## config.mk

```make
export PLATFORM = sky130hd
export DESIGN_NAME = wb_cam_dma_flat
export DESIGN_NICKNAME = d
export VERILOG_FILES = /design/src/rtl/wb_cam_pkg.sv /design/src/rtl/wb_cam_dma_if.sv /design/src/rtl/wb_cam_fifo.sv /design/src/rtl/wb_cam_dma.sv /design/src/flat_wrapper.sv
export SDC_FILE = /design/constraint.sdc
export NUM_CORES = 1
export LEC_CHECK = 0
export CAP_MARGIN = 5
export CORE_UTILIZATION = 40
export DETAILED_ROUTE_END_ITERATION = 6
export GPL_ROUTABILITY_DRIVEN = 1
export PLACE_DENSITY = 0.57
export REMOVE_ABC_BUFFERS = 1
export SYNTH_ARGS = -nofsm -noshare
export SYNTH_HDL_FRONTEND = slang
export SYNTH_HIERARCHICAL = 1
export SYNTH_SLANG_ARGS = --single-unit
```

## constraint.sdc

```tcl
create_clock -name clk -period 4.7 [get_ports clk]
set_input_delay 0.705 -clock clk [delete_from_list [all_inputs] [get_ports clk]]
set_output_delay 0.705 -clock clk [all_outputs]
set_load 0.01 [all_outputs]
```

## src/rtl/wb_cam_pkg.sv

```systemverilog
// Shared constants for the camera-to-Wishbone DMA: capture FSM states and
// the layout of a buffered word (32-bit data plus 16-bit word index).
package wb_cam_pkg;

   localparam int DATA_W  = 32;
   localparam int IDX_W   = 16;
   localparam int ENTRY_W = DATA_W + IDX_W;

   typedef enum logic [1:0] {
      ST_IDLE     = 2'd0,
      ST_WAIT_SOF = 2'd1,
      ST_RUN      = 2'd2,
      ST_DRAIN    = 2'd3
   } cap_state_t;

   typedef struct packed {
      logic [IDX_W-1:0]  idx;
      logic [DATA_W-1:0] data;
   } entry_t;

   // Word address from the frame base; the byte-offset bits of the base are dropped.
   function automatic logic [31:0] word_addr(input logic [31:0] base, input logic [IDX_W-1:0] idx);
      return (base & 32'hFFFF_FFFC) + {14'd0, idx, 2'b00};
   endfunction

endpackage

```

## src/rtl/wb_cam_dma_if.sv

```systemverilog
// Wishbone classic write-master bus as seen by the camera DMA.
interface wb_cam_dma_if;

   logic        wb_cyc_o;
   logic        wb_stb_o;
   logic        wb_we_o;
   logic [31:0] wb_adr_o;
   logic [3:0]  wb_sel_o;
   logic [31:0] wb_dat_o;
   logic        wb_ack_i;

   modport master (
      output wb_cyc_o, wb_stb_o, wb_we_o, wb_adr_o, wb_sel_o, wb_dat_o,
      input  wb_ack_i
   );

   modport slave (
      input  wb_cyc_o, wb_stb_o, wb_we_o, wb_adr_o, wb_sel_o, wb_dat_o,
      output wb_ack_i
   );

endinterface

```

## src/rtl/wb_cam_fifo.sv

```systemverilog
// Show-ahead word buffer between the pixel packer and the bus writer.
// Full/empty are registered from the count after this cycle's push/pop.
module wb_cam_fifo
   import wb_cam_pkg::*;
#(
   parameter int DEPTH = 4
) (
   input  logic   clk,
   input  logic   reset,
   input  logic   i_push,
   input  entry_t i_entry,
   input  logic   i_pop,
   output entry_t o_head,
   output logic   o_full,
   output logic   o_empty
);

   localparam int PW = (DEPTH > 1) ? $clog2(DEPTH) : 1;
   localparam int CW = $clog2(DEPTH + 1);

   logic [ENTRY_W-1:0] r_mem [DEPTH];
   logic [PW-1:0]      r_wr_ptr, r_rd_ptr;
   logic [CW-1:0]      r_count, w_count_next;
   logic               r_full, r_empty;
   logic               w_do_push, w_do_pop;

   function automatic logic [PW-1:0] ptr_inc(input logic [PW-1:0] p);
      return (p == PW'(DEPTH - 1)) ? '0 : p + PW'(1);
   endfunction

   // A pop in the same cycle frees the slot, so a push into a full buffer still lands.
   assign w_do_pop  = i_pop & ~r_empty;
   assign w_do_push = i_push & (~r_full | w_do_pop);

   always_comb begin
      w_count_next = r_count;
      unique case ({w_do_push, w_do_pop})
         2'b10:   w_count_next = r_count + CW'(1);
         2'b01:   w_count_next = r_count - CW'(1);
         default: w_count_next = r_count;
      endcase
   end

   always_ff @(posedge clk) begin
      if (w_do_push) r_mem[r_wr_ptr] <= i_entry;
   end

   always_ff @(posedge clk or negedge reset) begin
      if (!reset) begin
         r_wr_ptr <= '0;
         r_rd_ptr <= '0;
         r_count  <= '0;
         r_full   <= 1'b0;
         r_empty  <= 1'b1;
      end else begin
         if (w_do_push) r_wr_ptr <= ptr_inc(r_wr_ptr);
         if (w_do_pop)  r_rd_ptr <= ptr_inc(r_rd_ptr);
         r_count <= w_count_next;
         r_full  <= (w_count_next == CW'(DEPTH));
         r_empty <= (w_count_next == '0);
      end
   end

   assign o_head  = entry_t'(r_mem[r_rd_ptr]);
   assign o_full  = r_full;
   assign o_empty = r_empty;

endmodule

```

## src/rtl/wb_cam_dma.sv

```systemverilog
// Camera byte stream to Wishbone writes: packs 4 bytes per word little-endian,
// buffers word+index, and writes each word to base + 4*index.
module wb_cam_dma
   import wb_cam_pkg::*;
#(
   parameter int FIFO_DEPTH = 4
) (
   input  logic         clk,
   input  logic         reset,
   input  logic         start,
   input  logic [31:0]  base_adr,
   input  logic [15:0]  word_cnt,
   input  logic         pix_valid,
   input  logic [7:0]   pix_data,
   input  logic         pix_sof,
   output logic         busy,
   output logic         done,
   output logic         overflow,
   wb_cam_dma_if.master wb
);

   cap_state_t  r_state, w_state_next;
   logic [31:0] r_base;
   logic [15:0] r_cnt, r_word_idx;
   logic [1:0]  r_byte_cnt;
   logic [23:0] r_word;
   logic        r_done, r_overflow, r_cyc;
   logic [31:0] r_adr, r_dat;
   logic        w_accept, w_take_sof, w_take_byte, w_push, w_finish;
   logic        w_pop, w_drop, w_full, w_empty;
   entry_t      w_push_entry, w_head;

   always_comb begin
      w_state_next = r_state;
      w_accept     = 1'b0;
      w_take_sof   = 1'b0;
      w_take_byte  = 1'b0;
      w_push       = 1'b0;
      w_finish     = 1'b0;
      unique case (r_state)
         ST_IDLE: begin
            if (start) begin
               w_accept = 1'b1;
               if (word_cnt != 16'd0) w_state_next = ST_WAIT_SOF;
            end
         end
         ST_WAIT_SOF: begin
            if (pix_valid && pix_sof) begin
               w_take_sof   = 1'b1;
               w_state_next = ST_RUN;
            end
         end
         ST_RUN: begin
            if (pix_valid) begin
               w_take_byte = 1'b1;
               if (r_byte_cnt == 2'd3) begin
                  w_push = 1'b1;
                  if (r_word_idx + 16'd1 == r_cnt) w_state_next = ST_DRAIN;
               end
            end
         end
         ST_DRAIN: begin
            if (w_empty && !r_cyc) begin
               w_finish     = 1'b1;
               w_state_next = ST_IDLE;
            end
         end
         default: w_state_next = ST_IDLE;
      endcase
   end

   always_ff @(posedge clk or negedge reset) begin
      if (!reset) r_state <= ST_IDLE;
      else        r_state <= w_state_next;
   end

   // The 4th byte goes straight into the buffer with the three already held.
   assign w_push_entry = '{idx: r_word_idx, data: {pix_data, r_word}};
   assign w_pop        = r_cyc & wb.wb_ack_i;
   assign w_drop       = w_push & w_full & ~w_pop;

   always_ff @(posedge clk or negedge reset) begin
      if (!reset) begin
         r_base     <= '0;
         r_cnt      <= '0;
         r_word_idx <= '0;
         r_byte_cnt <= '0;
         r_word     <= '0;
         r_done     <= 1'b0;
         r_overflow <= 1'b0;
      end else begin
         if (w_accept) begin
            r_base     <= base_adr;
            r_cnt      <= word_cnt;
            r_word_idx <= '0;
            r_byte_cnt <= '0;
            r_done     <= (word_cnt == 16'd0);
            r_overflow <= 1'b0;
         end else if (w_finish) begin
            r_done <= 1'b1;
         end
         if (w_take_sof) begin
            r_word[7:0] <= pix_data;
            r_byte_cnt  <= 2'd1;
         end
         if (w_take_byte) begin
            unique case (r_byte_cnt)
               2'd0:    r_word[7:0]   <= pix_data;
               2'd1:    r_word[15:8]  <= pix_data;
               2'd2:    r_word[23:16] <= pix_data;
               default: r_word_idx    <= r_word_idx + 16'd1;
            endcase
            r_byte_cnt <= r_byte_cnt + 2'd1;
         end
         // A dropped word still consumes its index, leaving a hole in memory.
         if (w_drop) r_overflow <= 1'b1;
      end
   end

   wb_cam_fifo #(
      .DEPTH (FIFO_DEPTH)
   ) u_fifo (
      .clk     (clk),
      .reset   (reset),
      .i_push  (w_push),
      .i_entry (w_push_entry),
      .i_pop   (w_pop),
      .o_head  (w_head),
      .o_full  (w_full),
      .o_empty (w_empty)
   );

   // Entry stays buffered until acked; cyc drops for one cycle between writes.
   always_ff @(posedge clk or negedge reset) begin
      if (!reset) begin
         r_cyc <= 1'b0;
         r_adr <= '0;
         r_dat <= '0;
      end else if (r_cyc) begin
         if (wb.wb_ack_i) r_cyc <= 1'b0;
      end else if (!w_empty) begin
         r_cyc <= 1'b1;
         r_adr <= word_addr(r_base, w_head.idx);
         r_dat <= w_head.data;
      end
   end

   assign wb.wb_cyc_o = r_cyc;
   assign wb.wb_stb_o = r_cyc;
   assign wb.wb_we_o  = r_cyc;
   assign wb.wb_sel_o = r_cyc ? 4'hF : 4'h0;
   assign wb.wb_adr_o = r_adr;
   assign wb.wb_dat_o = r_dat;

   assign busy     = (r_state != ST_IDLE);
   assign done     = r_done;
   assign overflow = r_overflow;

endmodule

```

## src/flat_wrapper.sv

```systemverilog
// flat-port wrapper written by rule: the top's interface ports become plain ports
module wb_cam_dma_flat import wb_cam_pkg::*;
#(
   parameter int FIFO_DEPTH = 4
)
  (clk, reset, start, base_adr, word_cnt, pix_valid, pix_data, pix_sof, busy, done, overflow, wb_wb_cyc_o, wb_wb_stb_o, wb_wb_we_o, wb_wb_adr_o, wb_wb_sel_o, wb_wb_dat_o, wb_wb_ack_i);
  wb_cam_dma_if wb_i ();
  input  logic clk;
  input  logic reset;
  input  logic start;
  input  logic [31:0] base_adr;
  input  logic [15:0] word_cnt;
  input  logic pix_valid;
  input  logic [7:0] pix_data;
  input  logic pix_sof;
  output logic busy;
  output logic done;
  output logic overflow;
  output wire logic [$bits(wb_i.wb_cyc_o)-1:0] wb_wb_cyc_o;
  output wire logic [$bits(wb_i.wb_stb_o)-1:0] wb_wb_stb_o;
  output wire logic [$bits(wb_i.wb_we_o)-1:0] wb_wb_we_o;
  output wire logic [$bits(wb_i.wb_adr_o)-1:0] wb_wb_adr_o;
  output wire logic [$bits(wb_i.wb_sel_o)-1:0] wb_wb_sel_o;
  output wire logic [$bits(wb_i.wb_dat_o)-1:0] wb_wb_dat_o;
  input wire logic [$bits(wb_i.wb_ack_i)-1:0] wb_wb_ack_i;
  assign wb_wb_cyc_o = wb_i.wb_cyc_o;
  assign wb_wb_stb_o = wb_i.wb_stb_o;
  assign wb_wb_we_o = wb_i.wb_we_o;
  assign wb_wb_adr_o = wb_i.wb_adr_o;
  assign wb_wb_sel_o = wb_i.wb_sel_o;
  assign wb_wb_dat_o = wb_i.wb_dat_o;
  assign wb_i.wb_ack_i = wb_wb_ack_i;
  wb_cam_dma #(.FIFO_DEPTH(FIFO_DEPTH)) u_core (.clk(clk), .reset(reset), .start(start), .base_adr(base_adr), .word_cnt(word_cnt), .pix_valid(pix_valid), .pix_data(pix_data), .pix_sof(pix_sof), .busy(busy), .done(done), .overflow(overflow), .wb(wb_i));
endmodule
```

==> results_dict.tcl, run 1 <==
# collected from the flow reports
set metrics [dict create \
    run_status "completed" \
    tritoncts.num_buffers 39 \
    r2r_start "u_core/u_fifo/r_rd_ptr[0]$_DFFE_PN0P_" \
    grt_first_pass_wirelength_mm 51.1 \
    number_of_logged_tool_warnings 37 \
    dp_slack_ns 0.728 \
    final_layout_top_logic_cells "192 x sky130_fd_sc_hd__edfxtp_1, 161 x sky130_fd_sc_hd__dfrtp_1, 149 x sky130_fd_sc_hd__nand2_1" \
    first_global_vias 9146 \
    drt-vias-per-instance 5.16 \
    p_seq_share_pct 40.7 \
    finalHoldWorstSlack_ns 0.238 \
    reg2regPathDepth 9 \
    worst-path-max-fanout 26 \
    edf_count 192 \
    clk_pin_slew_worst_paths_ns 0.06 \
    die_area_um2 39300 \
    criticalPathCategory "register to register" \
    numClockSinks 356 \
    global_route_overflow 0 \
    cp-startpoint "u_core/u_fifo/r_rd_ptr[0]$_DFFE_PN0P_" \
    final.fill_count 3264 \
    postSynthSeqShare_pct 64.0 \
    top_area_cell "sky130_fd_sc_hd__edfxtp_1" \
    die_h_um 198 \
    required_ns 5.09 \
    critical-path-max-stage-delay_ns 0.76 \
    route.antenna.remaining_nets 0 \
]
## run 1: through the flow
step / utilization [%] / cell area [um^2] / power [uW] / setup TNS (ns) / cells
2_1_floorplan: - / 15000 / 7210 / -3.21 / 1001
3_3_place_gp: 45.6 / 17200 / 8610 / 0 / 1663
3_5_place_dp: 45.6 / 17200 / 8710 / 0 / 1663
4_1_cts: 48.9 / 18500 / 11800 / 0 / 1734
5_1_grt: 48.9 / 18500 / 12300 / 0 / 1734
6_report: 48.9 / 18500 / 11600 / 0 / 1734
## run 1: logic make-up (layout without fill, tap and decap cells)
group,count (synthesis),count (layout),share of synthesized area [%]
compound gates,138,138,6.06
buf+inv,75,240,2.88
simple gates,287,287,9.16
xor+xnor,39,39,2.22
fa+ha+maj,34,34,2.86
flops,356,356,64.0
other cells,1,2,0.0243
mux,127,127,12.8
## run 1: power by group through the flow
stage	clock network, uW	registers, uW	logic (uW)
4_1_cts	3100	4740	3930
3_5_place_dp	0	4800	3920
3_3_place_gp	0	4760	3850
2_1_floorplan	0	4790	2420
5_1_grt	3220	4840	4260
6_report	3020	4720	3870
## run 1: cell type report
class / count / area [um^2] / area share (%)
Inverter: 18 / 67.6 / 0.366
Timing Repair Buffer: 151 / 1500 / 8.12
Tap cell: 511 / 639 / 3.46
Clock buffer: 60 / 1150 / 6.21
Multi-Input combinational cell: 627 / 5120 / 27.7
Sequential cell: 356 / 9880 / 53.5
Clock inverter: 11 / 124 / 0.671
## run 1: per-layer routing
metal	wire length, um	track usage (%)	vias up
li1	-	-	4231
met1	14700	23.0	4505
met2	15700	28.0	170
met3	1310	3.05	40
met4	588	4.85	0
met5	0	0	-
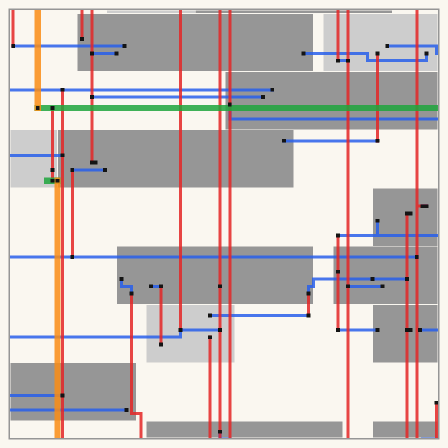
**Above:** run 1 (layout detail).
Window x 139 to 159, y 40 to 60 um. Cells in gray, sequential cells in the stronger gray; small squares are vias.
orange -> metal 4
blue -> metal 1
green -> metal 3
red -> metal 2
most frequent = edfxtp_1 (4)
cells with their middle in the window = 7
sequential cells in the window = 5
netlist names of flops here include = u_core/u_fifo/r_mem (4), u_core/r_word (1)

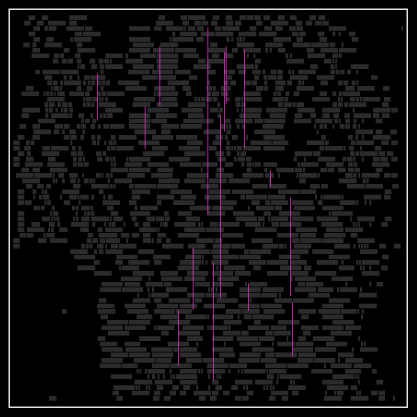
**Above:** run 1 (signal wires on met4).
Scale: 2 px per um. Cells faint in the background.
longest straight run = 93.2 um
nets with wire on the layer = 10
total wirelength of the detailed-routed design: 32.3 mm
via count: 8,946

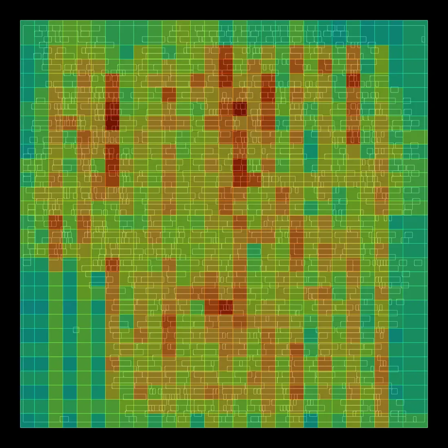
**Above:** run 1 (routing congestion).
met1 usage: 23.0%
wire length per cell: 18.6 um
global-route layer with the greatest usage: met2
total global-route track usage: 17.0%

==> inputs of run 2 (changes only) <==
Clock period 4.7 ns to 3.84 ns, I/O delays scaled along.
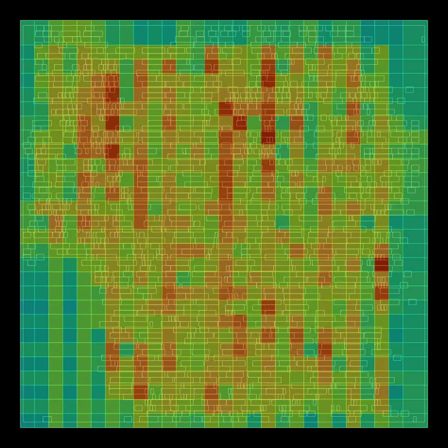
**Above:** run 2 (routing congestion).
met2 track demand over resource in global routing: 27.9%
GRT met3 Usage: 2.64%
wire length per cell: 18.3 um
met1 usage: 23.0%

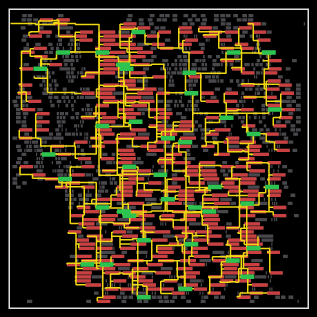
**Above:** run 2 (routed clock nets over the placement).
Scale: 1.5 px per um.
green -> clock drivers  # count 39
yellow -> clock wires  # length 4,370 um
red -> flip-flops  # count 356
routed clock nets = 40

==> results_dict.tcl, run 2 <==
# collected from the flow reports
set metrics [dict create \
    postSynthSeqShare_pct 64.0 \
    numClockSinks 356 \
    criticalPathCategory "register to register" \
    first_global_vias 9017 \
    dp_slack_ns 0.330 \
    tritoncts.num_buffers 39 \
    p_seq_share_pct 39.4 \
    combGateArea_um2 5120 \
    power_dissipated_in_combinational_cells_uw 4820 \
    finalCoreUtilization_pct 49.4 \
    reg2regPathDepth 11 \
    clk_pin_slew_worst_paths_ns 0.06 \
    drt-vias-per-instance 5.12 \
    grt_first_pass_wirelength_mm 50.9 \
    dominant_power_group "sequential cells" \
    met2RoutedLength_mm 15.7 \
    required_ns 4.27 \
    seq_power_uw 5730 \
    run_status "completed" \
    finalInstanceArea_um2 18600 \
    grt_most_used_layer "met2" \
    setup_total_negative_slack_ns 0 \
    met3WireLength_mm 1.21 \
    critical-path-max-stage-delay_ns 0.54 \
    final_layout_top_logic_cells "192 x sky130_fd_sc_hd__edfxtp_1, 161 x sky130_fd_sc_hd__dfrtp_1, 149 x sky130_fd_sc_hd__nand2_1" \
    route.antenna.remaining_nets 0 \
    die_area_um2 39300 \
    final.fill_count 3279 \
    p_total_uw 14500 \
    finalHoldWorstSlack_ns 0.107 \
    number_of_logged_tool_warnings 37 \
    top_area_cell "sky130_fd_sc_hd__edfxtp_1" \
    number_of_standard_cells_in_the_layout_taps_in_and_fillers_out 1738 \
    grtUsageTotal_pct 16.9 \
    pwr.group.clock_uw 3980 \
    edf_count 192 \
]
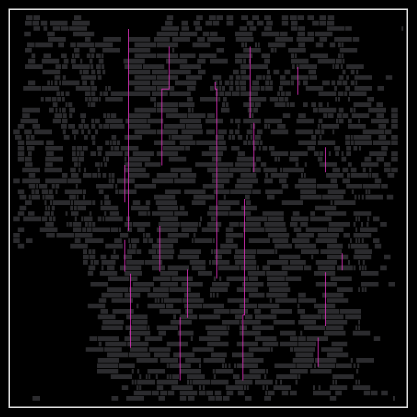
**Above:** run 2 (signal wires on met4).
Scale: 2 px per um. Cells faint in the background.
total wirelength of the detailed-routed design: 31.9 mm
via count: 8,892

==> run 2: area by class of cell <==
class	instances	share of cell area (%)
Clock buffer	50	5.84
Clock inverter	22	1.60
Sequential cell	356	53.0
Tap cell	511	3.43
Timing Repair Buffer	154	8.37
Inverter	18	0.362
Multi-Input combinational cell	627	27.4
==> run 2: path summary, 6_finish.rpt <==
kind	from	to	slack, ns
setup / recovery	u_core/u_fifo/r_rd_ptr[0]$_DFFE_PN0P_	u_core/wb.wb_adr_o[20]$_DFFE_PN0P_	0.24
hold / removal	reset	u_core/wb.wb_dat_o[30]$_DFFE_PN0P_	0.11
setup reg to reg	u_core/u_fifo/r_rd_ptr[0]$_DFFE_PN0P_	u_core/wb.wb_adr_o[20]$_DFFE_PN0P_	0.24
hold reg to reg	u_core/wb.wb_dat_o[15]$_DFFE_PN0P_	u_core/wb.wb_dat_o[15]$_DFFE_PN0P_	0.47
max in group asynchronous	reset	u_core/r_base[18]$_DFFE_PN0P_	2.84
min in group clk	u_core/wb.wb_dat_o[15]$_DFFE_PN0P_	u_core/wb.wb_dat_o[15]$_DFFE_PN0P_	0.47
==> run 2: logic make-up (layout without fill, tap and decap cells) <==
group | count (synthesis) | after routing | share of synthesized area [%]
other | 1 | 2 | 0.0243
buffers and inverters | 75 | 244 | 2.88
AOI/OAI and AO/OA | 138 | 138 | 6.06
DFF | 356 | 356 | 64.0
xor gates and xnor gates | 39 | 39 | 2.22
muxes | 127 | 127 | 12.8
and+or+nand+nor | 287 | 287 | 9.16
adders and majority gates | 34 | 34 | 2.86
==> run 2: worst reg2reg max path, delay by kind of cell (launching register included) <==
kind                       cells  cell delay, ns
AOI/OAI and AO/OA              5            0.90
and+or+nand+nor                2            0.66
muxes                          1            0.55
DFF                            1            0.53
adders and majority gates      1            0.44
buffers and inverters          2            0.42
==> inputs of run 3 (changes only) <==
Settings changed: ABC_CLOCK_PERIOD_IN_PS set to 3840.
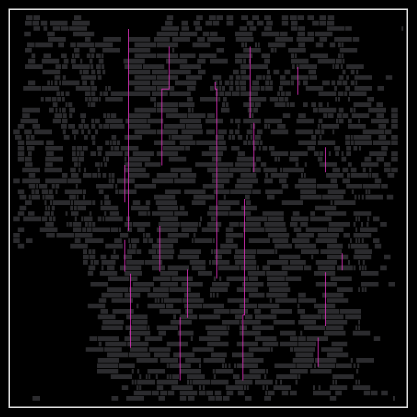
**Above:** run 3 (signal wires on met4).
Scale: 2 px per um. Cells faint in the background.

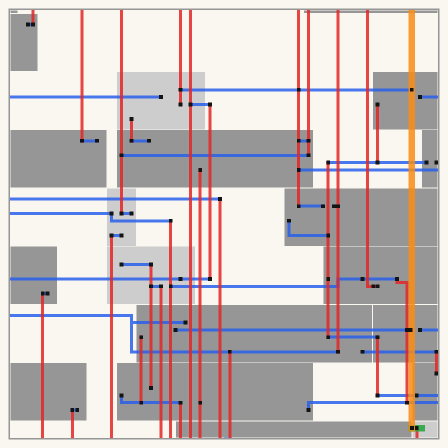
**Above:** run 3 (layout detail).
Window x 139 to 159, y 40 to 60 um. Cells in gray, sequential cells in the stronger gray; small squares are vias.
red -> metal 2
blue -> metal 1
green -> metal 3
orange -> metal 4
sequential cells in the window = 4
most frequent = mux2_2 (2), dfrtp_1 (2), edfxtp_1 (2)
cells with their middle in the window = 7
netlist names of flops here include = u_core/r_word (2), u_core/u_fifo/r_mem (2)

==> results_dict.tcl, run 3 <==
# collected from the flow reports
set metrics [dict create \
    number_of_logged_tool_warnings 37 \
    dr_total_vias 8892 \
    critical-path-max-stage-delay_ns 0.54 \
    number_of_standard_cells_in_the_layout_taps_in_and_fillers_out 1738 \
    finalMaxSlewViolations 0 \
    seq_power_uw 5730 \
    route.antenna.remaining_nets 0 \
    die_area_um2 39300 \
    finalCoreUtilization_pct 49.4 \
    cts.repair.resized 0 \
    async_flop_share_pct 46.1 \
    final.fill_count 3279 \
    pwr.group.clock_uw 3980 \
    drt_wl_total_mm 31.9 \
    numClockSinks 356 \
    dominant_power_group "sequential cells" \
    design.core.area_um2 37800 \
    power_dissipated_in_combinational_cells_uw 4820 \
    setup_total_negative_slack_ns 0 \
    top_area_cell "sky130_fd_sc_hd__edfxtp_1" \
    combGateArea_um2 5120 \
    finalInstanceArea_um2 18600 \
    required_ns 4.27 \
    hp-class "primary input to asynchronous set/reset pin" \
    postSynthSeqShare_pct 64.0 \
    clk_pin_slew_worst_paths_ns 0.06 \
    tritoncts.num_buffers 39 \
    criticalPathCategory "register to register" \
    run_status "completed" \
    p_total_uw 14500 \
    grt_first_pass_wirelength_mm 50.9 \
    edf_count 192 \
    regToRegSetupSlack_ns 0.24 \
    final_layout_top_logic_cells "192 x sky130_fd_sc_hd__edfxtp_1, 161 x sky130_fd_sc_hd__dfrtp_1, 149 x sky130_fd_sc_hd__nand2_1" \
    first_global_vias 9017 \
    switching_power_uw 4510 \
]
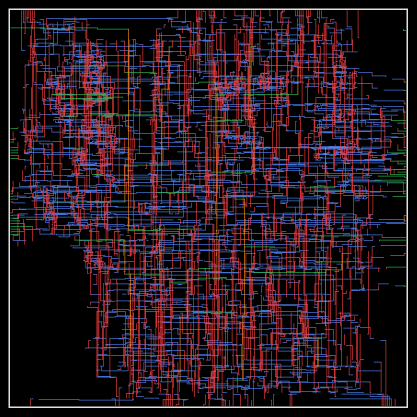
**Above:** run 3 (signal wires by layer).
Scale: 2 px per um.
green -> metal 3  # wire length 1,210 um
blue -> metal 1  # wire length 14,400 um
red -> metal 2  # wire length 15,700 um
orange -> metal 4  # wire length 637 um
total global-route track usage: 16.9%

-- run 3: cell counts after synthesis --
No cell type changed its count.
-- run 3: cells by family (layout without fill, tap and decap cells) --
kind of cell / count (synthesis) / in the layout / synth area share, %
AND-OR/OR-AND: 138 / 138 / 6.06
XOR/XNOR: 39 / 39 / 2.22
adder cells (fa/ha/maj): 34 / 34 / 2.86
buffers and inverters: 75 / 244 / 2.88
flip-flops: 356 / 356 / 64.0
multiplexers: 127 / 127 / 12.8
other: 1 / 2 / 0.0243
AND/OR/NAND/NOR: 287 / 287 / 9.16
-- run 3: per-layer routing --
metal  routed length, um  vias up  track usage, %
met5                   0        -               0
met4                 636        0            4.74
met3                1210       42            2.64
met2               15700      164            27.9
met1               14400     4452            23.0
li1                    -     4234               -
-- run 3: final timing paths --
path / from / end / cells after the start
max in group asynchronous: reset / u_core/r_base[18]$_DFFE_PN0P_ / 2
worst min-delay path: reset / u_core/wb.wb_dat_o[30]$_DFFE_PN0P_ / 1
worst max-delay path: u_core/u_fifo/r_rd_ptr[0]$_DFFE_PN0P_ / u_core/wb.wb_adr_o[20]$_DFFE_PN0P_ / 11
min in group clk: u_core/wb.wb_dat_o[15]$_DFFE_PN0P_ / u_core/wb.wb_dat_o[15]$_DFFE_PN0P_ / 2
worst min register to register: u_core/wb.wb_dat_o[15]$_DFFE_PN0P_ / u_core/wb.wb_dat_o[15]$_DFFE_PN0P_ / 2
worst max register to register: u_core/u_fifo/r_rd_ptr[0]$_DFFE_PN0P_ / u_core/wb.wb_adr_o[20]$_DFFE_PN0P_ / 11
-- run 3: final cells by class --
class                           instances  area share [%]
Clock buffer                           50            5.84
Clock inverter                         22            1.60
Inverter                               18           0.362
Multi-Input combinational cell        627            27.4
Sequential cell                       356            53.0
Tap cell                              511            3.43
Timing Repair Buffer                  154            8.37
Power figures rest on the tool's default switching activity, not on a simulated workload.
